Run 1, supply network:
Bar = 20 um. Pins as bars on the die edge.
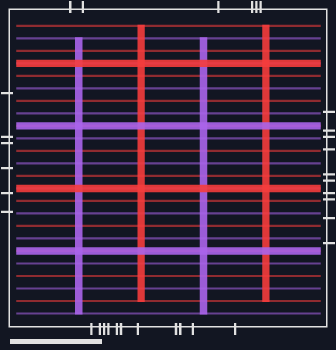
Run 1, placed cells, one color a class:
Fill, decap, tap and diode cells in gray.
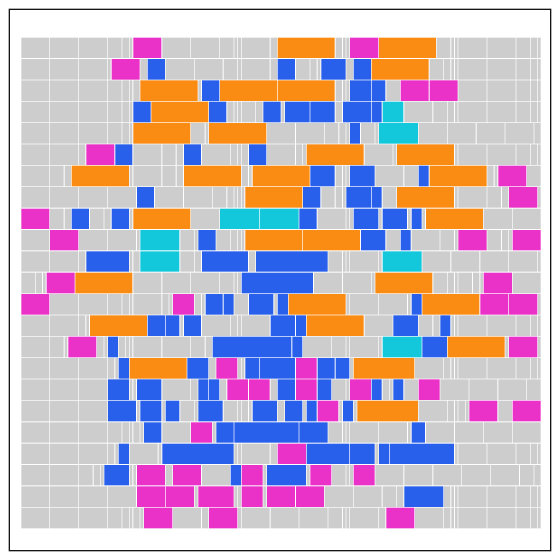
Run 1, clock distribution:
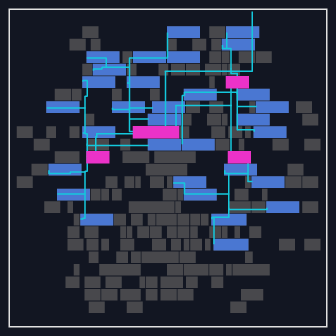
--- src/rtl/gray_counter_sync_if.sv ---
// gray_counter_sync_if
//   Bundles the counter controls, counter views and the remote Gray pointer
//   path of gray_counter_sync.
//   master : drives en/up/load/load_val/gray_in and observes the results
//   slave  : the pointer block itself
//   N      : counter / pointer width in bits
interface gray_counter_sync_if #(
    parameter int unsigned N = 5
);
    logic         en;
    logic         up;
    logic         load;
    logic [N-1:0] load_val;
    logic [N-1:0] bin_out;
    logic [N-1:0] gray_out;
    logic         wrap;
    logic [N-1:0] gray_in;
    logic [N-1:0] dec_bin;
    logic         dec_chg;
    logic         step_err;

    modport master (
        output en, up, load, load_val, gray_in,
        input  bin_out, gray_out, wrap, dec_bin, dec_chg, step_err
    );

    modport slave (
        input  en, up, load, load_val, gray_in,
        output bin_out, gray_out, wrap, dec_bin, dec_chg, step_err
    );
endinterface

--- src/rtl/gray_counter_sync.sv ---
// gray_counter_sync
//   Gray-code pointer block for the readout path.
//   Local side : registered up/down binary counter with synchronous load;
//                binary and Gray views are both registers updated together.
//   Remote side: SYNC_STAGES-deep synchroniser for a foreign Gray pointer,
//                registered Gray->binary decode, change and step-error pulses.
// Ports
//   clk      : single clock, rising edge
//   reset    : synchronous, active-high; clears every register
//   bus      : slave modport of gray_counter_sync_if
//              en, up, load, load_val        -> counter controls
//              bin_out, gray_out, wrap       <- counter views / wrap pulse
//              gray_in                       -> asynchronous foreign pointer
//              dec_bin, dec_chg, step_err    <- decoded pointer and flags
module gray_counter_sync #(
    parameter int unsigned N           = 5,
    parameter int unsigned SYNC_STAGES = 2
) (
    input  logic                  clk,
    input  logic                  reset,
    gray_counter_sync_if.slave    bus
);

    localparam logic [N-1:0] ONE = N'(1);

    function automatic logic [N-1:0] g2b(input logic [N-1:0] g);
        logic [N-1:0] b;
        b[N-1] = g[N-1];
        for (int unsigned i = 1; i < N; i++) begin
            b[N-1-i] = b[N-i] ^ g[N-1-i];
        end
        return b;
    endfunction

    // ---------------- local counter ----------------
    logic [N-1:0] bin_q,  bin_d;
    logic [N-1:0] gray_q, gray_d;
    logic         wrap_q, wrap_d;

    always_comb begin
        bin_d  = bin_q;
        wrap_d = 1'b0;
        if (bus.load) begin
            bin_d = bus.load_val;
        end else if (bus.en) begin
            if (bus.up) begin
                bin_d  = bin_q + ONE;
                wrap_d = (bin_q == '1);
            end else begin
                bin_d  = bin_q - ONE;
                wrap_d = (bin_q == '0);
            end
        end
        // Gray view is registered from the next binary value so gray_out
        // never passes through combinational logic on its way to another domain.
        gray_d = bin_d ^ (bin_d >> 1);
    end

    always_ff @(posedge clk) begin
        if (reset) begin
            bin_q  <= '0;
            gray_q <= '0;
            wrap_q <= 1'b0;
        end else begin
            bin_q  <= bin_d;
            gray_q <= gray_d;
            wrap_q <= wrap_d;
        end
    end

    // ---------------- remote pointer path ----------------
    logic [N-1:0] sync_q [SYNC_STAGES];
    logic [N-1:0] sync_d [SYNC_STAGES];
    logic [N-1:0] sl_prev_q, sl_prev_d;
    logic [N-1:0] dec_bin_q, dec_bin_d;
    logic         dec_chg_q, dec_chg_d;
    logic         step_err_q, step_err_d;
    logic [N-1:0] sl;
    logic [N-1:0] diff;

    always_comb begin
        sync_d[0] = bus.gray_in;
        for (int unsigned k = 1; k < SYNC_STAGES; k++) begin
            sync_d[k] = sync_q[k-1];
        end
        sl         = sync_q[SYNC_STAGES-1];
        diff       = sl ^ sl_prev_q;
        sl_prev_d  = sl;
        dec_bin_d  = g2b(sl);
        dec_chg_d  = (diff != '0);
        // More than one bit set <=> clearing the lowest set bit leaves something.
        step_err_d = ((diff & (diff - ONE)) != '0);
    end

    always_ff @(posedge clk) begin
        if (reset) begin
            sync_q     <= '{default: '0};
            sl_prev_q  <= '0;
            dec_bin_q  <= '0;
            dec_chg_q  <= 1'b0;
            step_err_q <= 1'b0;
        end else begin
            sync_q     <= sync_d;
            sl_prev_q  <= sl_prev_d;
            dec_bin_q  <= dec_bin_d;
            dec_chg_q  <= dec_chg_d;
            step_err_q <= step_err_d;
        end
    end

    assign bus.bin_out  = bin_q;
    assign bus.gray_out = gray_q;
    assign bus.wrap     = wrap_q;
    assign bus.dec_bin  = dec_bin_q;
    assign bus.dec_chg  = dec_chg_q;
    assign bus.step_err = step_err_q;

endmodule

--- src/flat_wrapper.sv ---
// flat-port wrapper written by rule: the top's interface ports become plain ports
module gray_counter_sync_flat 
#(
    parameter int unsigned N           = 5,
    parameter int unsigned SYNC_STAGES = 2
)
  (clk, reset, bus_en, bus_up, bus_load, bus_load_val, bus_gray_in, bus_bin_out, bus_gray_out, bus_wrap, bus_dec_bin, bus_dec_chg, bus_step_err);
  gray_counter_sync_if #(.N(N)) bus_i ();
  input  logic clk;
  input  logic reset;
  input wire logic [$bits(bus_i.en)-1:0] bus_en;
  input wire logic [$bits(bus_i.up)-1:0] bus_up;
  input wire logic [$bits(bus_i.load)-1:0] bus_load;
  input wire logic [$bits(bus_i.load_val)-1:0] bus_load_val;
  input wire logic [$bits(bus_i.gray_in)-1:0] bus_gray_in;
  output wire logic [$bits(bus_i.bin_out)-1:0] bus_bin_out;
  output wire logic [$bits(bus_i.gray_out)-1:0] bus_gray_out;
  output wire logic [$bits(bus_i.wrap)-1:0] bus_wrap;
  output wire logic [$bits(bus_i.dec_bin)-1:0] bus_dec_bin;
  output wire logic [$bits(bus_i.dec_chg)-1:0] bus_dec_chg;
  output wire logic [$bits(bus_i.step_err)-1:0] bus_step_err;
  assign bus_i.en = bus_en;
  assign bus_i.up = bus_up;
  assign bus_i.load = bus_load;
  assign bus_i.load_val = bus_load_val;
  assign bus_i.gray_in = bus_gray_in;
  assign bus_bin_out = bus_i.bin_out;
  assign bus_gray_out = bus_i.gray_out;
  assign bus_wrap = bus_i.wrap;
  assign bus_dec_bin = bus_i.dec_bin;
  assign bus_dec_chg = bus_i.dec_chg;
  assign bus_step_err = bus_i.step_err;
  gray_counter_sync #(.N(N), .SYNC_STAGES(SYNC_STAGES)) u_core (.clk(clk), .reset(reset), .bus(bus_i));
endmodule
--- config.mk ---
export PLATFORM = sky130hd
export DESIGN_NAME = gray_counter_sync_flat
export DESIGN_NICKNAME = d
export VERILOG_FILES = /design/src/rtl/gray_counter_sync_if.sv /design/src/rtl/gray_counter_sync.sv /design/src/flat_wrapper.sv
export SDC_FILE = /design/constraint.sdc
export NUM_CORES = 1
export LEC_CHECK = 0
export CAP_MARGIN = 20
export CORE_UTILIZATION = 30
export CTS_BUF_LIST = sky130_fd_sc_hd__clkbuf_4 sky130_fd_sc_hd__clkbuf_8 sky130_fd_sc_hd__clkbuf_16
export CTS_CLUSTER_SIZE = 12
export DETAILED_ROUTE_END_ITERATION = 8
export GPL_ROUTABILITY_DRIVEN = 0
export PLACE_DENSITY = 0.52
export SETUP_SLACK_MARGIN = 0.05
export SKIP_CTS_REPAIR_TIMING = 1
export SYNTH_ARGS = -nofsm -noshare
export SYNTH_HDL_FRONTEND = slang
export SYNTH_SLANG_ARGS = --single-unit
--- constraint.sdc ---
create_clock -name clk -period 2 [get_ports clk]
set_input_delay 0.3 -clock clk [delete_from_list [all_inputs] [get_ports clk]]
set_output_delay 0.3 -clock clk [all_outputs]
set_load 0.02 [all_outputs]
==> reports/qor.csv, run 1 <==
metric,value,unit
FP Rows,23,
Initial DRT Pass Iterations,4,
Pleak,0.791,nW
Logic pwr share,23.6,%
Worst Path Required,2.16,ns
H-tree levels,2,
DRT iter0 DRCs,28,
FF-to-FF path depth,7,
Reg-to-Reg Start,u_core.bus.bin_out[1],
fmax,545,MHz
relative slew slack,71.1,%
Area leader share,46.4,%
Commonest flop,dfxtp_1,
Hold Crit Class,reg -> reg,
Place WS,-0.336,ns
Top Ports,33,
Max Root-Sink Buffers,2,
Crit Path Category,reg -> reg,
Yosys cell types,38,
Sequential Area,623,um2
syn_area_per_cell,10.4,um2
Setup crit end kind,flop,
Num CTS Buffers,5,
sw power,407,uW
Yosys Instances,129,
vias per cell,4.37,
setup TNS,0,ns
fillers,402,
Setup crit start kind,flop,
hold path depth,1,
fin crit share,91.8,%
CTS Sinks,31,
antenna violations before repair,0,
switch share,25.4,%
Final Hold Fails,0,
Worst Skew,0.00267,ns
Cells after Synth,129,
Hold EP,u_core.sl[4],
syn_nets,148,
PnR worst setup slack,0.164,ns
"critical path fanouts, max",4,
worst-margin pin slew,0.428,ns
CTS tree,built,
sequential share of power,43.2,%
Die Area,0.00473,mm2
status,"complete, no violations",
Flops after synth,31,
cells along the critical path,"inv_1, fa_2, nand2b_1, a21oi_2, a21oi_2, nor3_2, mux2_4",
VDD IR max,387,uV
PD cells,824,mW/mm2
Root Buffer,clkbuf_8,
via count,988,
Detail Route Antenna Nets,0,
"top cells by area, synth","dfxtp_1 46%, nor2b_1 7.0%, nor2_1 4.8%",
clk slew on worst S/H paths,0.06,ns
Tmin final,1.84,ns
most frequent cells in the layout,"31 x clkdlybuf4s50_1, 29 x dfxtp_1, 17 x nor2_1",
GRT overflow,0,
number of synthesized flops with an enable pin,0,
largest net degree at the start of global routing,25,
Insertion Delay late pin,0.27,ns
Yosys Warn Count,0,
Post-synth ARST share,0,%
Clock Power Share,33.3,%
DP HPWL,1870,um
initial core utilization,32.2,%
leading area contributor after synthesis,dfxtp_1,
R2R Path End,u_core.bus.gray_out[3],
wire per inst,11.5,um
Max-Cap Viols,0,
nets@finish,194,
share of cells above drive strength 1,23.3,%
logic area,708,um2
# diodes,0,
cell-internal power,1.19,mW
slowest CP cell,fa_2,
first-pass GRT wire length,3820,um
WP data arrival,2.00,ns
number of global-route vias before repair,861,
Routed WL,2590,um
hold wc startpoint,u_core.sync_d[4],
RSZ-0062 raised after global routing,false,
most frequent logic cell in the layout,clkdlybuf4s50_1,
mapped cell area,0.00134,mm2
"most used cell, CP",a21oi_2,
Critical Path Max Stage Delay,0.37,ns
Final Max Tran Viols,0,
Back to the opening pictures, 'supply network':
Red marks VDD. Purple marks VSS.
The core has 23 rows. 4 straps on met4. 24 met1 rails follow the rows.
Core Box Area: 0.00414 mm2
Die X: 68.7 um

Back to the opening pictures, 'placed cells, one color a class':
Blue marks combinational and other logic, cells 91, share of their area 39%. Orange marks sequential cells, cells 31, share of their area 33%. Magenta marks remaining buffers and delay cells, cells 46, share of their area 23%. Cyan marks clock drivers and dummy loads, cells 8, share of their area 5.5%.

Back to the opening pictures, 'clock distribution':
Cyan marks clock wires, length 357 um. Blue marks flip-flops, count 31. Magenta marks clock drivers, count 5.
There are 6 routed clock nets.

run 1: power groups by stage:
stage / logic, mW / clock network [mW] / registers (mW)
final: 0.377 / 0.532 / 0.691
after CTS: 0.355 / 0.547 / 0.689
after detailed placement: 0.354 / 0 / 0.702
after floorplan: 0.169 / 0 / 0.741
after global routing: 0.408 / 0.566 / 0.695
after global placement: 0.352 / 0 / 0.702
run 1: critical path: cells and delay by family, from the launching register on:
family                     cells  cell delay, ns
buffers and inverters          1            0.09
DFF                            1            0.35
muxes                          1            0.33
adders and majority gates      1            0.37
and+or+nand+nor                2            0.37
AOI/OAI and AO/OA              2            0.22
run 1: flip-flops by register name (all words and copies together) (netlist names):
name,flops
u_core.bus.dec_bin,5
u_core.bus.dec_chg,1
u_core.bus.wrap,1
u_core.bus.bin_out,4
u_core.sl_prev_q,4
u_core.bus.gray_out,5
u_core.bus.step_err,1
u_core.sl,5
u_core.sync_d,5
run 1: cell usage after synthesis, drive strengths merged, types with 2 or more instances:
| cell type | instances |
|---|---|
| mux2 | 2 |
| nor2b | 15 |
| xor2 | 7 |
| dfxtp | 31 |
| nor3 | 5 |
| nor2 | 18 |
| a31oi | 2 |
| inv | 4 |
| nand2 | 2 |
| nor4 | 2 |
| xnor2 | 7 |
| mux2i | 3 |
| clkbuf | 2 |
| a21oi | 5 |
| buf | 5 |
| ha | 3 |
| nand2b | 3 |
run 1: through the flow:
step | util [%] | hold slack, ns | instances | area (um2)
after floorplan | - | 0.373 | 129 | 1340
after global placement | 42.7 | 0.418 | 218 | 1770
after detailed placement | 42.7 | 0.421 | 218 | 1770
after CTS | 45.2 | 0.435 | 226 | 1870
after global routing | 46.8 | 0.460 | 226 | 1940
final | 46.8 | 0.435 | 226 | 1940
run 1: how the worst max path moves through the flow:
stage                           from  depth (start not counted)                      to
6_report       u_core.bus.bin_out[1]                          7  u_core.bus.gray_out[3]
5_1_grt        u_core.bus.bin_out[1]                          7  u_core.bus.gray_out[3]
4_1_cts                       bus_up                          8  u_core.bus.gray_out[3]
3_5_place_dp                  bus_up                          8  u_core.bus.gray_out[3]
3_3_place_gp                  bus_up                          8  u_core.bus.gray_out[3]
2_1_floorplan  u_core.bus.bin_out[0]                          7  u_core.bus.gray_out[3]
run 1: cells by family (layout without fill, tap and decap cells):
| logic type | count (synthesis) | after routing | share of synthesized area [%] |
|---|---|---|---|
| mux | 5 | 5 | 5.71 |
| compound gates | 12 | 12 | 6.65 |
| flops | 31 | 31 | 46.4 |
| buf+inv | 11 | 58 | 5.43 |
| xor+xnor | 14 | 14 | 9.18 |
| fa+ha+maj | 5 | 5 | 5.06 |
| simple gates | 51 | 51 | 21.5 |
run 1: final cells by class:
type                    count  share of cell area (%)
flip-flops and latches     31                    32.1
clock buffers               8                    5.35
multi-input cells          87                    36.5
repair buffers             46                    22.1
well taps                  50                    3.22
inverters                   4                   0.774
run 1: per-layer routing:
layer	share of wire, %	global-route usage (%)	up-vias
met5	0	0	-
met4	0	3.83	0
met3	4.1	3.45	0
met2	47	17.0	23
met1	49	14.9	447
li1	-	-	518
## Run 2: what changed since run 1
Settings changed: HOLD_SLACK_MARGIN set to 0.02, PLACE_DENSITY 0.52 to 0.54.
Clock period 2 ns to 1.6 ns, I/O delays scaled along.
Run 2, placed cells, one color a class:
Fill, decap, tap and diode cells in gray.
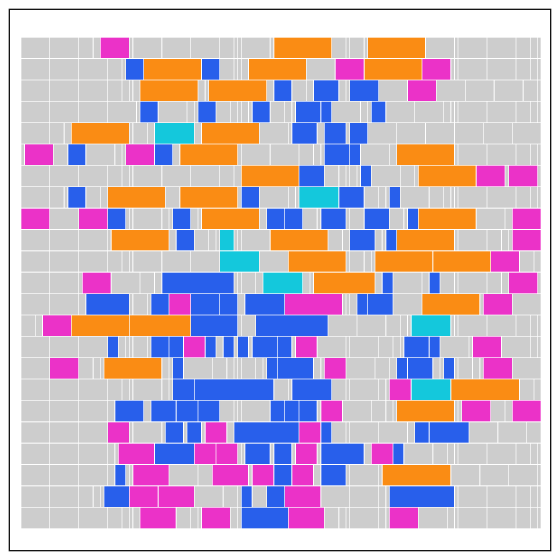
Orange marks sequential cells, cells 31, share of their area 33%. Blue marks combinational and other logic, cells 91, share of their area 38%. Magenta marks remaining buffers and delay cells, cells 48, share of their area 25%. Cyan marks clock drivers and dummy loads, cells 7, share of their area 4.6%.
Final Util: 47.8%
flop share of the area: 31.8%
FP Rows: 23
fin area: 0.00198 mm2

Run 2, clock distribution:
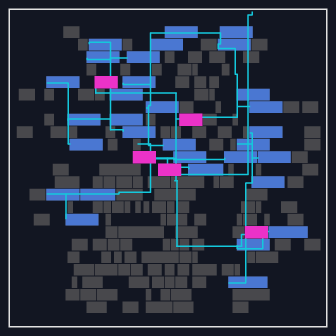
Blue marks flip-flops, count 31. Magenta marks clock drivers, count 5. Cyan marks clock wires, length 404 um.
There are 6 routed clock nets.

Run 2, supply network:
Bar = 20 um. Pins as bars on the die edge.
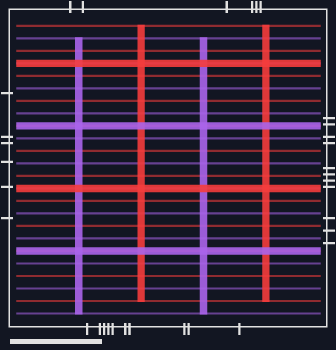
Red marks VDD. Purple marks VSS.
33 signal pins sit on the boundary. 4 straps on met4. The core has 23 rows. 24 met1 rails follow the rows.
die height: 68.7 um
VDD IR max: 307 uV

==> run 2 against run 1 <==
Net effect: the run now ends with negative setup slack left; clock skew grew 0.0016 ns; fmax up 1.5%; register-to-register slack worse by 0.37 ns; largest cell class unchanged; largest power group unchanged.
==> reports/qor.csv, run 2 <==
metric,value,unit,change
status,"complete, but fails checks",,"was complete, no violations"
Yosys Warn Count,0,,unchanged
CP Buf/Inv Count,1,,unchanged
RSZ-0062 raised after global routing,true,,was false
CTS Sinks,31,,unchanged
nets@finish,196,,was 194
and+or+nand+nor area frac,21.5,%,unchanged
"critical path fanouts, max",2,,was 4
Final Hold Fails,0,,unchanged
Top Ports,33,,unchanged
sw power,519,uW,was 407 uW
Yosys Instances,129,,unchanged
setup violators final,3,,was 0
Insertion Delay late pin,0.28,ns,was 0.27 ns
cells along the critical path,"inv_2, fa_2, nand2b_4, a21oi_4, a21oi_2, nor3_2, mux2_4",,"was inv_1, fa_2, nand2b_1, a21oi_2, a21oi_2, nor3_2, mux2_4"
yosys aoi share,6.65,%,unchanged
Synth mux share,5.71,%,unchanged
worst-margin pin slew,0.324,ns,was 0.428 ns
WP data arrival,1.97,ns,was 2.00 ns
Place WS,-0.610,ns,was -0.336 ns
leading area contributor after synthesis,dfxtp_1,,unchanged
CTS tree,built,,unchanged
antenna violations before repair,0,,unchanged
initial core utilization,32.2,%,unchanged
Worst Skew,0.00430,ns,was 0.00267 ns
Cells after Synth,129,,unchanged
syn_area_per_cell,10.4,um2,unchanged
Setup crit end kind,flop,,unchanged
via count,1000,,was 988
PD cells,987,mW/mm2,was 824 mW/mm2
slowest CP cell,fa_2,,unchanged
Flops after synth,31,,unchanged
mapped cell area,0.00134,mm2,unchanged
number of global-route vias before repair,984,,was 861
Root Buffer,clkbuf_8,,unchanged
DRT iter0 DRCs,34,,was 28
CP top delay family,simple AND/OR/NAND/NOR gates,,was adder cells
PnR worst setup slack,-0.209,ns,was 0.164 ns
first-pass GRT wire length,4240,um,was 3820 um
failing checks,negative setup slack,,
run 2: cell counts after synthesis:
Identical to the previous run, type by type.
run 2: worst paths after layout:
| kind | startpoint | cells past startpoint | slack (ns) | to |
|---|---|---|---|---|
| max reg2reg | u_core.bus.bin_out[0] | 7 | -0.21 | u_core.bus.gray_out[3] |
| min reg2reg | u_core.sync_d[3] | 1 | 0.43 | u_core.sl[3] |
| max | u_core.bus.bin_out[0] | 7 | -0.21 | u_core.bus.gray_out[3] |
| min | u_core.sync_d[3] | 1 | 0.43 | u_core.sl[3] |
run 2: power groups by stage:
stage	combinational, mW	sequential, mW	clock, mW
after global placement	0.477	0.875	0
after global routing	0.545	0.867	0.662
after floorplan	0.227	0.930	0
final	0.498	0.860	0.597
after CTS	0.484	0.860	0.625
after detailed placement	0.482	0.876	0
run 2: logic make-up after synthesis:
family          Yosys count
mux                       5
xor+xnor                 14
fa+ha+maj                 5
compound gates           12
buf+inv                  11
flops                    31
simple gates             51
run 2: cell type report:
cell class,count,area (um2)
fillers,408,2160
repair buffers,48,470
multi-input cells,87,712
clock buffers,6,82.6
inverters,4,17.5
clock inverters,1,5.00
well taps,50,62.6
flip-flops and latches,31,631
run 2: per-stage QoR:
stage               setup TNS (ns)  hold WS [ns]  power (mW)  cells
detailed placement           -3.77         0.431        1.36    220
finish                      -0.391         0.432        1.96    227
global route                -0.743         0.449        2.07    227
floorplan                   -0.167         0.306        1.16    129
CTS                          -1.48         0.441        1.97    227
global placement             -3.55         0.418        1.35    220
run 2: routing by layer:
| metal | vias to the layer above | GRT usage, % | part of all wire [%] |
|---|---|---|---|
| li1 | 519 | - | - |
| met1 | 444 | 15.7 | 48 |
| met2 | 31 | 18.9 | 45 |
| met3 | 6 | 5.10 | 4.7 |
| met4 | 0 | 6.89 | 2.1 |
| met5 | - | 0 | 0 |
Power is estimated from default activity; no workload was simulated.
